Figure 1. Clock distribution (run 1).
Scale bar: 50 microns.
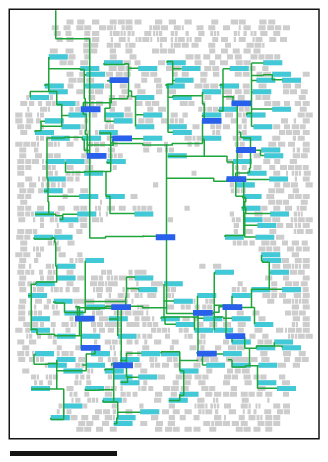
Figure 2. Pin map (run 1).
Pins as bars across the die edge, other pins in grey.
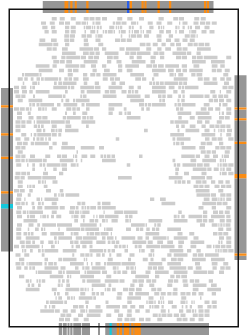
Figure 3. Clock routing (run 1).
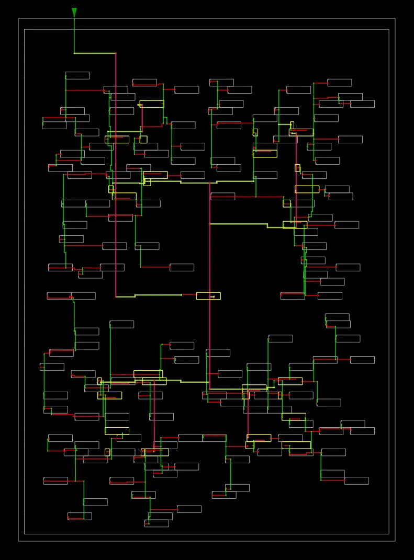
===== src/rtl/muldiv_pkg.sv =====
// Shared types and defaults for the HI/LO multiply/divide sequencer.
//   muldiv_op_t    : execute-stage operation encoding (3 bits)
//   muldiv_state_t : sequencer FSM state encoding (2 bits)
//   is_hilo_read   : true for the operations that read HI or LO
package muldiv_pkg;

  typedef enum logic [2:0] {
    OP_NOP  = 3'd0,
    OP_MULT = 3'd1,
    OP_DIV  = 3'd2,
    OP_MTHI = 3'd3,
    OP_MTLO = 3'd4,
    OP_MFHI = 3'd5,
    OP_MFLO = 3'd6
  } muldiv_op_t;

  typedef enum logic [1:0] {
    S_IDLE     = 2'd0,
    S_MULT_RUN = 2'd1,
    S_DIV_RUN  = 2'd2
  } muldiv_state_t;

  localparam int MULDIV_TIMEOUT_DEFAULT = 40;
  localparam int MULDIV_W_DEFAULT       = 32;

  function automatic logic is_hilo_read(input muldiv_op_t o);
    return (o == OP_MFHI) || (o == OP_MFLO);
  endfunction

endpackage


===== src/rtl/muldiv_controller_hilo_regs.sv =====
// Architectural HI/LO register pair.
//   clock, reset       : rising-edge clock, asynchronous active-low reset
//   we_hi, we_lo       : independent write enables
//   hi_d, lo_d         : write data
//   hi, lo             : registered register contents
module hilo_regs #(
  parameter int W = 32
) (
  input  logic         clock,
  input  logic         reset,
  input  logic         we_hi,
  input  logic         we_lo,
  input  logic [W-1:0] hi_d,
  input  logic [W-1:0] lo_d,
  output logic [W-1:0] hi,
  output logic [W-1:0] lo
);

  logic [W-1:0] hi_r;
  logic [W-1:0] lo_r;

  // HI register: loaded on write enable, cleared by reset
  always_ff @(posedge clock or negedge reset) begin
    if (!reset) begin
      hi_r <= {W{1'b0}};
    end else if (we_hi) begin
      hi_r <= hi_d;
    end else begin
      hi_r <= hi_r;
    end
  end

  // LO register: loaded on write enable, cleared by reset
  always_ff @(posedge clock or negedge reset) begin
    if (!reset) begin
      lo_r <= {W{1'b0}};
    end else if (we_lo) begin
      lo_r <= lo_d;
    end else begin
      lo_r <= lo_r;
    end
  end

  assign hi = hi_r;
  assign lo = lo_r;

endmodule


===== src/rtl/muldiv_controller.sv =====
// Sequencer for the iterative multiplier/divider; owns HI/LO.
//   clock, reset        : rising-edge clock, asynchronous active-low reset
//   op_valid/op         : execute-stage operation (muldiv_op_t)
//   rs_val/rt_val       : operands (rs_val also feeds MTHI/MTLO)
//   stall               : hold execute while a HI/LO user must wait
//   result/result_valid : MFHI/MFLO read data, same cycle
//   mult_start/div_start: one-cycle start pulses, op_a/op_b held for the run
//   mult_done/hi/lo     : multiplier completion and product
//   div_done/rem/quo    : divider completion and result
//   hi, lo              : architectural HI/LO
//   busy                : a run is in progress
//   div_zero_exc        : one-cycle pulse after a DIV by zero
//   timeout_err         : sticky, set when a run is abandoned
module muldiv_controller
  import muldiv_pkg::*;
#(
  parameter int TIMEOUT = MULDIV_TIMEOUT_DEFAULT,
  parameter int W       = MULDIV_W_DEFAULT
) (
  input  logic         clock,
  input  logic         reset,
  input  logic         op_valid,
  input  logic [2:0]   op,
  input  logic [W-1:0] rs_val,
  input  logic [W-1:0] rt_val,
  output logic         stall,
  output logic [W-1:0] result,
  output logic         result_valid,
  output logic         mult_start,
  output logic         div_start,
  output logic [W-1:0] op_a,
  output logic [W-1:0] op_b,
  input  logic         mult_done,
  input  logic [W-1:0] mult_hi,
  input  logic [W-1:0] mult_lo,
  input  logic         div_done,
  input  logic [W-1:0] div_rem,
  input  logic [W-1:0] div_quo,
  output logic [W-1:0] hi,
  output logic [W-1:0] lo,
  output logic         busy,
  output logic         div_zero_exc,
  output logic         timeout_err
);

  // Wide enough to hold TIMEOUT, so the final increment of a run never wraps.
  localparam int CW = $clog2(TIMEOUT + 1);
  localparam logic [CW-1:0] CNT_LAST = CW'(TIMEOUT - 1);
  localparam logic [CW-1:0] CNT_ONE  = CW'(1);

  muldiv_op_t    op_s;
  muldiv_state_t state_r;
  muldiv_state_t state_nxt_s;
  logic [CW-1:0] cnt_r;
  logic [W-1:0]  op_a_r;
  logic [W-1:0]  op_b_r;
  logic          mult_start_r;
  logic          div_start_r;
  logic          div_zero_exc_r;
  logic          timeout_err_r;

  logic          idle_req_s;
  logic          rt_zero_s;
  logic          issue_mult_s;
  logic          issue_div_s;
  logic          div_zero_s;
  logic          active_done_s;
  logic          timeout_fire_s;
  logic          we_hi_s;
  logic          we_lo_s;
  logic [W-1:0]  hi_d_s;
  logic [W-1:0]  lo_d_s;
  logic [W-1:0]  hi_q_s;
  logic [W-1:0]  lo_q_s;

  assign op_s         = muldiv_op_t'(op);
  assign idle_req_s   = op_valid && (state_r == S_IDLE);
  assign rt_zero_s    = (rt_val == {W{1'b0}});
  assign issue_mult_s = idle_req_s && (op_s == OP_MULT);
  assign issue_div_s  = idle_req_s && (op_s == OP_DIV) && !rt_zero_s;
  assign div_zero_s   = idle_req_s && (op_s == OP_DIV) && rt_zero_s;

  // Completion from the unit that owns the current run; the other unit's done is ignored
  always_comb begin
    active_done_s = 1'b0;
    case (state_r)
      S_MULT_RUN: active_done_s = mult_done;
      S_DIV_RUN:  active_done_s = div_done;
      default:    active_done_s = 1'b0;
    endcase
  end

  // A done in the last allowed cycle takes priority over the timeout
  assign timeout_fire_s = (state_r != S_IDLE) && !active_done_s && (cnt_r == CNT_LAST);

  // Next state and HI/LO write control
  always_comb begin
    state_nxt_s = state_r;
    we_hi_s     = 1'b0;
    we_lo_s     = 1'b0;
    hi_d_s      = rs_val;
    lo_d_s      = rs_val;
    case (state_r)
      S_IDLE: begin
        if (op_valid) begin
          case (op_s)
            OP_MULT: state_nxt_s = S_MULT_RUN;
            OP_DIV: begin
              if (!rt_zero_s) begin
                state_nxt_s = S_DIV_RUN;
              end else begin
                state_nxt_s = S_IDLE;
              end
            end
            OP_MTHI: we_hi_s = 1'b1;
            OP_MTLO: we_lo_s = 1'b1;
            default: state_nxt_s = S_IDLE;
          endcase
        end else begin
          state_nxt_s = S_IDLE;
        end
      end
      S_MULT_RUN: begin
        if (mult_done) begin
          we_hi_s     = 1'b1;
          we_lo_s     = 1'b1;
          hi_d_s      = mult_hi;
          lo_d_s      = mult_lo;
          state_nxt_s = S_IDLE;
        end else if (timeout_fire_s) begin
          state_nxt_s = S_IDLE;
        end else begin
          state_nxt_s = S_MULT_RUN;
        end
      end
      S_DIV_RUN: begin
        if (div_done) begin
          we_hi_s     = 1'b1;
          we_lo_s     = 1'b1;
          hi_d_s      = div_rem;
          lo_d_s      = div_quo;
          state_nxt_s = S_IDLE;
        end else if (timeout_fire_s) begin
          state_nxt_s = S_IDLE;
        end else begin
          state_nxt_s = S_DIV_RUN;
        end
      end
      default: state_nxt_s = S_IDLE;
    endcase
  end

  // FSM state register
  always_ff @(posedge clock or negedge reset) begin
    if (!reset) begin
      state_r <= S_IDLE;
    end else begin
      state_r <= state_nxt_s;
    end
  end

  // Run-cycle counter: zeroed on issue, counts every cycle spent in a run state
  always_ff @(posedge clock or negedge reset) begin
    if (!reset) begin
      cnt_r <= {CW{1'b0}};
    end else if (issue_mult_s || issue_div_s) begin
      cnt_r <= {CW{1'b0}};
    end else if (state_r != S_IDLE) begin
      cnt_r <= cnt_r + CNT_ONE;
    end else begin
      cnt_r <= cnt_r;
    end
  end

  // Operand capture: only an accepted MULT/DIV updates the operands
  always_ff @(posedge clock or negedge reset) begin
    if (!reset) begin
      op_a_r <= {W{1'b0}};
      op_b_r <= {W{1'b0}};
    end else if (issue_mult_s || issue_div_s) begin
      op_a_r <= rs_val;
      op_b_r <= rt_val;
    end else begin
      op_a_r <= op_a_r;
      op_b_r <= op_b_r;
    end
  end

  // Start and exception pulses: high only in the cycle after the issuing edge
  always_ff @(posedge clock or negedge reset) begin
    if (!reset) begin
      mult_start_r   <= 1'b0;
      div_start_r    <= 1'b0;
      div_zero_exc_r <= 1'b0;
    end else begin
      mult_start_r   <= issue_mult_s;
      div_start_r    <= issue_div_s;
      div_zero_exc_r <= div_zero_s;
    end
  end

  // Sticky timeout flag, cleared only by reset
  always_ff @(posedge clock or negedge reset) begin
    if (!reset) begin
      timeout_err_r <= 1'b0;
    end else if (timeout_fire_s) begin
      timeout_err_r <= 1'b1;
    end else begin
      timeout_err_r <= timeout_err_r;
    end
  end

  hilo_regs #(.W(W)) u_hilo (
    .clock (clock),
    .reset (reset),
    .we_hi (we_hi_s),
    .we_lo (we_lo_s),
    .hi_d  (hi_d_s),
    .lo_d  (lo_d_s),
    .hi    (hi_q_s),
    .lo    (lo_q_s)
  );

  // Any non-NOP op must wait while a run is in flight, including the done cycle,
  // so MFHI/MFLO always observe the committed HI/LO.
  assign stall = op_valid && (op_s != OP_NOP) && (state_r != S_IDLE);

  // HI/LO read path, combinational from the registered HI/LO
  always_comb begin
    result       = {W{1'b0}};
    result_valid = 1'b0;
    if (idle_req_s && is_hilo_read(op_s)) begin
      result_valid = 1'b1;
      if (op_s == OP_MFHI) begin
        result = hi_q_s;
      end else begin
        result = lo_q_s;
      end
    end else begin
      result       = {W{1'b0}};
      result_valid = 1'b0;
    end
  end

  assign mult_start   = mult_start_r;
  assign div_start    = div_start_r;
  assign op_a         = op_a_r;
  assign op_b         = op_b_r;
  assign hi           = hi_q_s;
  assign lo           = lo_q_s;
  assign busy         = (state_r != S_IDLE);
  assign div_zero_exc = div_zero_exc_r;
  assign timeout_err  = timeout_err_r;

endmodule

===== config.mk =====
export PLATFORM = sky130hd
export DESIGN_NAME = muldiv_controller
export DESIGN_NICKNAME = d
export VERILOG_FILES = /design/src/rtl/muldiv_pkg.sv /design/src/rtl/muldiv_controller_hilo_regs.sv /design/src/rtl/muldiv_controller.sv
export SDC_FILE = /design/constraint.sdc
export NUM_CORES = 1
export LEC_CHECK = 0
export ABC_CLOCK_PERIOD_IN_PS = 5800
export CAP_MARGIN = 20
export CORE_ASPECT_RATIO = 1.4
export CORE_MARGIN = 2
export CORE_UTILIZATION = 30
export CTS_BUF_LIST = sky130_fd_sc_hd__clkbuf_16
export DETAILED_ROUTE_END_ITERATION = 12
export SLEW_MARGIN = 20
export SYNTH_ARGS = -nofsm -noshare
export SYNTH_HDL_FRONTEND = slang
export SYNTH_SLANG_ARGS = --single-unit

===== constraint.sdc =====
create_clock -name clock -period 5.8 [get_ports clock]
set_input_delay 1.16 -clock clock [delete_from_list [all_inputs] [get_ports clock]]
set_output_delay 1.16 -clock clock [all_outputs]
set_load 0.02 [all_outputs]

==> run summary, run 1 <==
Vias in the first global route: 8741
Wire length per cell: 22.5 microns
Fill cell count: 2565
Total global-route track usage: 23.7%
Unrepaired setup endpoints after global routing: no
Status: finished, final reports clean
CP required: 4.64 ns
Final period utilization: 82.8%
Max-slew violation count: 0
Largest net degree at the start of global routing: 95
Complex Gates by Area: 25.3%
Minimum clock period: 4.80 ns
Area of the mapped netlist: 8240 sq um
YS chip area: 8240 sq um
Layout Cell Area excl Fill: 12700 sq um
Met2 Usage GRT: 40.7%
Fraction of registers with async set/reset: 100%
Max Freq: 208 MHz
MUX area fraction: 8.99%
GRT busiest layer: met2
Final hold vios: 0
Main synth FF type: dfrtp_1
Via count: 8691
MaxCap Viol Count: 0
Hold_buf cts: 0
CP Max Fanout: 32
Synthesis Warnings: 0
Final setup viols: 0
CP Capture Type: output port
Drt pass-1 iters: 5
## Picture notes: Figure 1
blue -> cells driving clock nets  # count 17
cyan -> flip-flops  # count 140
green -> clock wires  # length 2160 microns
routed clock nets = 18

## Picture notes: Figure 2
orange -> op_a  # pins 32, direction output, edge 12 top, 10 bottom, 6 right, 4 left
cyan -> op  # pins 3, direction input, edge 2 left, 1 bottom
blue -> result_valid  # pins 1, direction output, edge top
Die Wd: 144 microns
port buffer count: 366
Die Y: 200 microns

## Picture notes: Figure 3
flop count: 140
clock skew: 0.00568 ns
CTS Buf Count: 17
clk ins delay skew pair: 0.43 ns
clk_buf instances: 17

==> run 1: where the power goes <==
group | total [mW] | switching, mW | internal [mW]
combinational | 2.14 | 1.03 | 1.11
clock | 1.06 | 0.439 | 0.622
sequential | 1.67 | 0.332 | 1.34
==> run 1: kinds of logic (layout without fill, tap and decap cells) <==
group | count (synthesis) | count (layout)
AND/OR/NAND/NOR | 278 | 278
AND-OR/OR-AND | 266 | 266
flip-flops | 140 | 140
buffers and inverters | 97 | 420
multiplexers | 66 | 66
XOR/XNOR | 6 | 6
adder cells (fa/ha/maj) | 5 | 5
==> run 1: layer usage <==
layer / vias to the layer above / part of all wire, %
li1: 3946 / -
met1: 4332 / 39
met2: 355 / 51
met3: 56 / 6.4
met4: 2 / 3.2
met5: - / 0.037
==> run 1: sequential cells by signal, summed over array words and instances, names as in the netlist <==
register and count:
cnt_r 6, div_start 1, div_zero_exc 1, mult_start 1, op_a 32, op_b 32, state_r 2, timeout_err 1
u_hilo.hi 32, u_hilo.lo 32
==> run 1: final cells by class <==
type / instances / area (sq um) / share of cell area, %
clock inverters: 15 / 134 / 1.05
well taps: 365 / 457 / 3.58
multi-input cells: 621 / 4390 / 34.5
flip-flops and latches: 140 / 3500 / 27.5
clock buffers: 17 / 425 / 3.34
inverters: 5 / 18.8 / 0.147
repair buffers: 383 / 3810 / 29.9
==> run 1: cell usage after synthesis, types with 7 or more instances <==
cell type  count  area [sq um]
nor4_1         8          50.1
dfrtp_1      140          3500
nand4_1       68           425
nand2_1      113           424
nand3_1       57           285
clkbuf_1      77           289
o211ai_1      33           248
a21oi_1       34           170
buf_2          7          35.0
mux2_2        64           721
a22oi_1       64           480
a22o_1       128          1120
==> run 1: path summary, 6_finish.rpt <==
kind / end / start / cells past startpoint
setup / recovery: result[26] / op[1] / 5
hold / removal: timeout_err / timeout_err / 1
setup reg to reg: op_a[2] / state_r[1] / 7
hold reg to reg: timeout_err / timeout_err / 1
max in group asynchronous: u_hilo.hi[29] / reset / 2
min in group asynchronous: u_hilo.lo[24] / reset / 1
==> run 1: stage by stage <==
| stage | total power [mW] | hold slack (ns) |
|---|---|---|
| CTS | 4.91 | 0.471 |
| global placement | 3.82 | 0.458 |
| finish | 4.87 | 0.467 |
| global route | 5.14 | 0.496 |
| detailed placement | 3.84 | 0.471 |
| floorplan | 2.65 | 0.505 |
==> run 1: worst max-delay path: stages <==
cell and delay [ns]:
clkdlybuf4s50_1 0.78, or2_2 0.74, nand2_1 0.11, a21oi_1 0.19
clkdlybuf4s50_1 0.66
==> inputs of run 2 (changes only) <==
--- a/config.mk
+++ b/config.mk
@@ -5,7 +5,7 @@
 export SDC_FILE = /design/constraint.sdc
 export NUM_CORES = 1
 export LEC_CHECK = 0
-export ABC_CLOCK_PERIOD_IN_PS = 5800
+export ABC_CLOCK_PERIOD_IN_PS = 4420
 export CAP_MARGIN = 20
 export CORE_ASPECT_RATIO = 1.4
 export CORE_MARGIN = 2
==> constraint.sdc (replaced) <==
create_clock -name clock -period 4.42 [get_ports clock]
set_input_delay 0.884 -clock clock [delete_from_list [all_inputs] [get_ports clock]]
set_output_delay 0.884 -clock clock [all_outputs]
set_load 0.02 [all_outputs]
Figure 4. Clock routing (run 2).
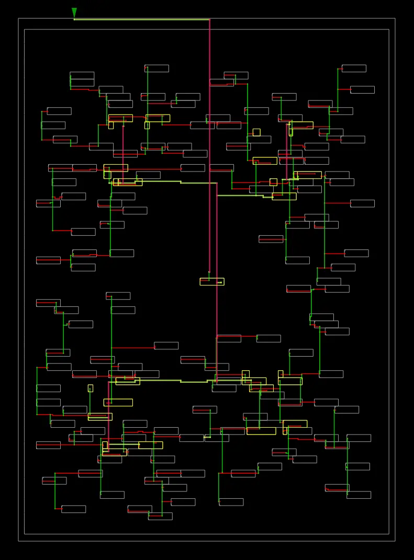
Clock group: 1.39 mW
clk ins delay skew pair: 0.42 ns

Figure 5. Signal wires by layer (run 2).
Scale bar: 50 microns.
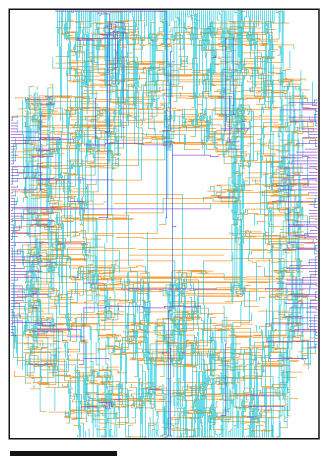
blue -> met4  # wire length 779 microns
orange -> met1  # wire length 14100 microns
purple -> met3  # wire length 1980 microns
cyan -> met2  # wire length 17800 microns
total global-route track usage: 23.5%
wire length per cell: 22.3 microns

==> run 2 against run 1 <==
First-iteration DRC count fell by 15%. Highest routed layer is now met4. Worst setup slack worse by 0.71 ns. Sequential power up 31%. Core utilization is 0.31 points higher. Clock skew fell by 0.0012 ns. Routed wire length shrank 0.51%. Critical path type unchanged. Critical path depth rose by 1.
==> run summary, run 2 <==
Comb pwr share: 44.1%
Max-slew violation count: 0
Status: finished, final reports clean
Post-synth area hogs: dfrtp_1 43%, a22o_1 14%, mux2_2 8.7%, a22oi_1 5.8%, nand4_1 5.2%
FF/Latch Area: 3500 sq um
R2R Path End: cnt_r[1]
Ordered list of cells on the worst path: clkdlybuf4s50_1, nand2_1, or2_2, nand2_1, a21oi_1, clkdlybuf4s50_1
Final hold vios: 0
WHS: 0.452 ns
Fill cell count: 2605
Vias in the first global route: 8558
Via count: 8657
CP Max Fanout: 32
Largest net degree at the start of global routing: 76
Max Freq: 242 MHz
Crit path buffers/inverters: 2
Unrepaired setup endpoints after global routing: no
Port buffer count: 366
Fraction of registers with async set/reset: 100%
CP required: 3.54 ns
Hold_buf cts: 0
Drt pass-1 iters: 5
Final period utilization: 93.6%
-- run 2: cell types whose count changed in the layout (fill, tap and decap cells not counted) --
cell and delta:
buf_16 -1, buf_4 -1, buf_12 +6, clkinv_2 +2, clkinv_1 +1, inv_1 -2
clkinv_4 -1
-- run 2: final cells by class --
type | count | area share, %
Inverter | 5 | 0.146
Timing Repair Buffer | 387 | 30.4
Multi-Input combinational cell | 621 | 34.2
Sequential cell | 140 | 27.3
Tap cell | 365 | 3.56
Clock inverter | 15 | 1.02
Clock buffer | 17 | 3.32
-- run 2: power groups by stage --
stage / sequential [mW] / clock [mW] / combinational [mW]
floorplan: 2.66 / 0 / 0.823
global placement: 2.19 / 0 / 2.82
detailed placement: 2.20 / 0 / 2.84
CTS: 2.19 / 1.42 / 2.85
global route: 2.25 / 1.48 / 3.00
finish: 2.19 / 1.39 / 2.82
-- run 2: how the worst max path moves through the flow --
stage               slack (ns)          to   from  cells past startpoint
floorplan                 1.49  result[10]  op[1]                      6
global placement          0.39   result[0]  op[0]                      6
detailed placement        0.31  result[26]  op[0]                      6
CTS                       0.29  result[26]  op[0]                      6
global route              0.12  result[25]  op[0]                      6
finish                    0.28  result[26]  op[0]                      6
-- run 2: cell families after synthesis --
logic type / after synthesis / share of synthesized area [%]
flops: 140 / 42.5
compound gates: 266 / 25.3
xor+xnor: 6 / 0.638
mux: 66 / 8.99
buf+inv: 97 / 4.84
simple gates: 278 / 16.9
fa+ha+maj: 5 / 0.759
-- run 2: worst reg2reg max path: stages (launching register included) --
cell and delay (ns):
dfrtp_1 0.42, inv_1 0.10, ha_2 0.30, nor4bb_1 0.59
and2_2 0.56, a21boi_1 0.57, nor3_1 0.13
-- run 2: per-stage QoR --
| stage | util, % | worst slack, ns | std cells | power (mW) |
|---|---|---|---|---|
| 6_report | 47.6 | 0.283 | 1550 | 6.39 |
| 5_1_grt | 47.6 | 0.116 | 1550 | 6.73 |
| 3_5_place_dp | 45.6 | 0.307 | 1518 | 5.04 |
| 2_1_floorplan | - | 1.49 | 858 | 3.48 |
| 4_1_cts | 47.6 | 0.291 | 1550 | 6.46 |
| 3_3_place_gp | 45.6 | 0.387 | 1518 | 5.01 |
-- run 2: metal layers --
| layer | GRT usage, % | wire, microns | vias up |
|---|---|---|---|
| li1 | - | - | 3952 |
| met1 | 29.5 | 14100 | 4348 |
| met2 | 40.8 | 17800 | 315 |
| met3 | 4.70 | 1980 | 42 |
| met4 | 7.04 | 779 | 0 |
| met5 | 0 | 0 | - |
==> inputs of run 3 (changes only) <==
--- a/config.mk
+++ b/config.mk
@@ -12,6 +12,7 @@
 export CORE_UTILIZATION = 30
 export CTS_BUF_LIST = sky130_fd_sc_hd__clkbuf_16
 export DETAILED_ROUTE_END_ITERATION = 12
+export RECOVER_POWER = 100
 export SLEW_MARGIN = 20
 export SYNTH_ARGS = -nofsm -noshare
 export SYNTH_HDL_FRONTEND = slang
Figure 6. Signal wires by layer (run 3).
Scale bar: 50 microns.
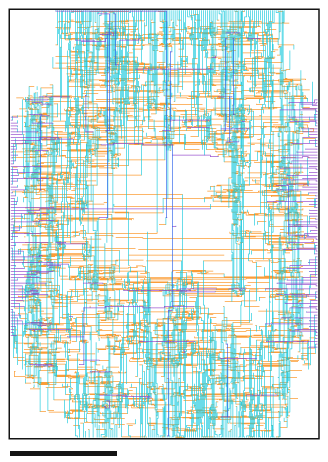
orange -> met1  # wire length 14000 microns
purple -> met3  # wire length 2060 microns
blue -> met4  # wire length 666 microns
cyan -> met2  # wire length 17800 microns

Figure 7. Sequential cells coloured by netlist name (run 3).
Other sequential cells in the stronger grey, the rest of the logic in the fainter grey.
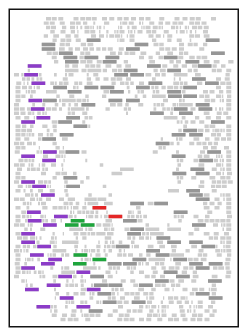
green -> cnt_r  # placed flops 6
purple -> op_b  # placed flops 32
red -> state_r  # placed flops 2
sequential fraction of total cell area: 27.4%
Layout Utilization: 47.5%
P_seq: 2.16 mW
FF/Latch Area: 3500 sq um

==> run 3 against run 2 <==
The flow now finishes with violations (capacitance limit, slew limit). Largest cell class unchanged. Design area shrank 0.31%. Non-clock buffer count unchanged. Worst hold slack gained 0.042 ns. Synthesized cell count stayed put. Clock-buffer cell count unchanged. Critical path depth unchanged. Clock skew up 0.0020 ns. Power fell by 3.1%. Die area is the same. Combinational power shrank 6%. Sequential cell count stayed put. Register-to-register slack worse by 0.77 ns.
==> run summary, run 3 <==
MUX area fraction: 8.99%
Final hold vios: 0
CP required: 3.54 ns
Crit path buffers/inverters: 2
Reg2reg path depth: 8
Max-slew violation count: 132
Highest-delay cell along the critical path: dlygate4sd3_1
Total global-route track usage: 23.5%
Violated checks: capacitance limit, slew limit
Die Y: 200 microns
Cell taking the most area after synthesis: dfrtp_1
Final period utilization: 94.6%
Area of the mapped netlist: 8240 sq um
Minimum clock period: 4.18 ns
Top cells by count: 140 x dfrtp_1, 128 x a22o_1, 113 x nand2_1
YS chip area: 8240 sq um
Reg-to-reg startpoint: state_r[0]
Fraction of registers with async set/reset: 100%
Ordered list of cells on the worst path: clkdlybuf4s50_1, nand2_1, or2_2, nand2_1, a21oi_1, dlygate4sd3_1
Clock skew: 0.00652 ns
Hold endpoint: timeout_err
Top logic family: AND-OR/OR-AND gates
Unrepaired setup endpoints after global routing: no
Status: finished, violations left
Top cell area share: 42.5%
CP Capture Type: output port
Cell family with most CP delay: buffers and inverters
CTS Buf Count: 17
Drt pass-1 iters: 5
Simple share: 16.9%
HP Start: timeout_err
Vias in the first global route: 8558
MaxCap Viol Count: 2
Largest net degree at the start of global routing: 76
Port buffer count: 366
Min-Delay Path Depth: 1
Fa+ha+maj area frac: 0.759%
run 3: metal layers:
layer	global-route usage [%]	part of all wire, %	up-vias
li1	-	-	3961
met1	29.5	41	4313
met2	40.8	52	319
met3	4.70	6.0	34
met4	7.04	1.9	0
met5	0	0	-
run 3: cell type report:
type	count	area, sq um
fillers	2610	14100
multi-input cells	621	4390
repair buffers	387	3860
flip-flops and latches	140	3500
well taps	365	457
clock buffers	17	425
clock inverters	15	131
inverters	5	18.8
run 3: kinds of logic (layout without fill, tap and decap cells):
family,Yosys count,count (layout)
multiplexers,66,66
flip-flops,140,140
XOR/XNOR,6,6
adder cells (fa/ha/maj),5,5
AND/OR/NAND/NOR,278,278
AND-OR/OR-AND,266,266
buffers and inverters,97,424
run 3: how the worst max path moves through the flow:
stage               cells after the start  startpoint          to
floorplan                               6       op[1]  result[10]
detailed placement                      6       op[0]  result[26]
global placement                        6       op[0]   result[0]
finish                                  6       op[0]  result[27]
CTS                                     6       op[0]  result[26]
global route                            6       op[0]  result[25]
run 3: worst reg2reg max path, cell delays in order, from the launching register on:
cell and delay (ns):
dfrtp_1 0.42, inv_1 0.10, ha_2 0.30, and4b_1 0.34
nand2b_2 0.08, inv_1 0.95, clkbuf_2 0.90, nor2_1 0.19
o31ai_1 0.22
run 3: stage by stage:
step / hold WS (ns) / power [mW] / setup WS [ns] / cell area (sq um) / cells
final: 0.494 / 6.20 / 0.240 / 12800 / 1550
after global routing: 0.508 / 6.54 / 0.0608 / 12800 / 1550
after CTS: 0.479 / 6.46 / 0.291 / 12800 / 1550
after detailed placement: 0.491 / 5.04 / 0.307 / 12300 / 1518
after global placement: 0.473 / 5.01 / 0.387 / 12300 / 1518
after floorplan: 0.505 / 3.48 / 1.49 / 8240 / 858
run 3: power breakdown:
group / total, mW / internal (mW) / switching [mW]
sequential: 2.16 / 1.76 / 0.407
combinational: 2.64 / 1.28 / 1.36
clock: 1.39 / 0.817 / 0.574
No activity file was given, so power comes from the tool's default toggle rates.
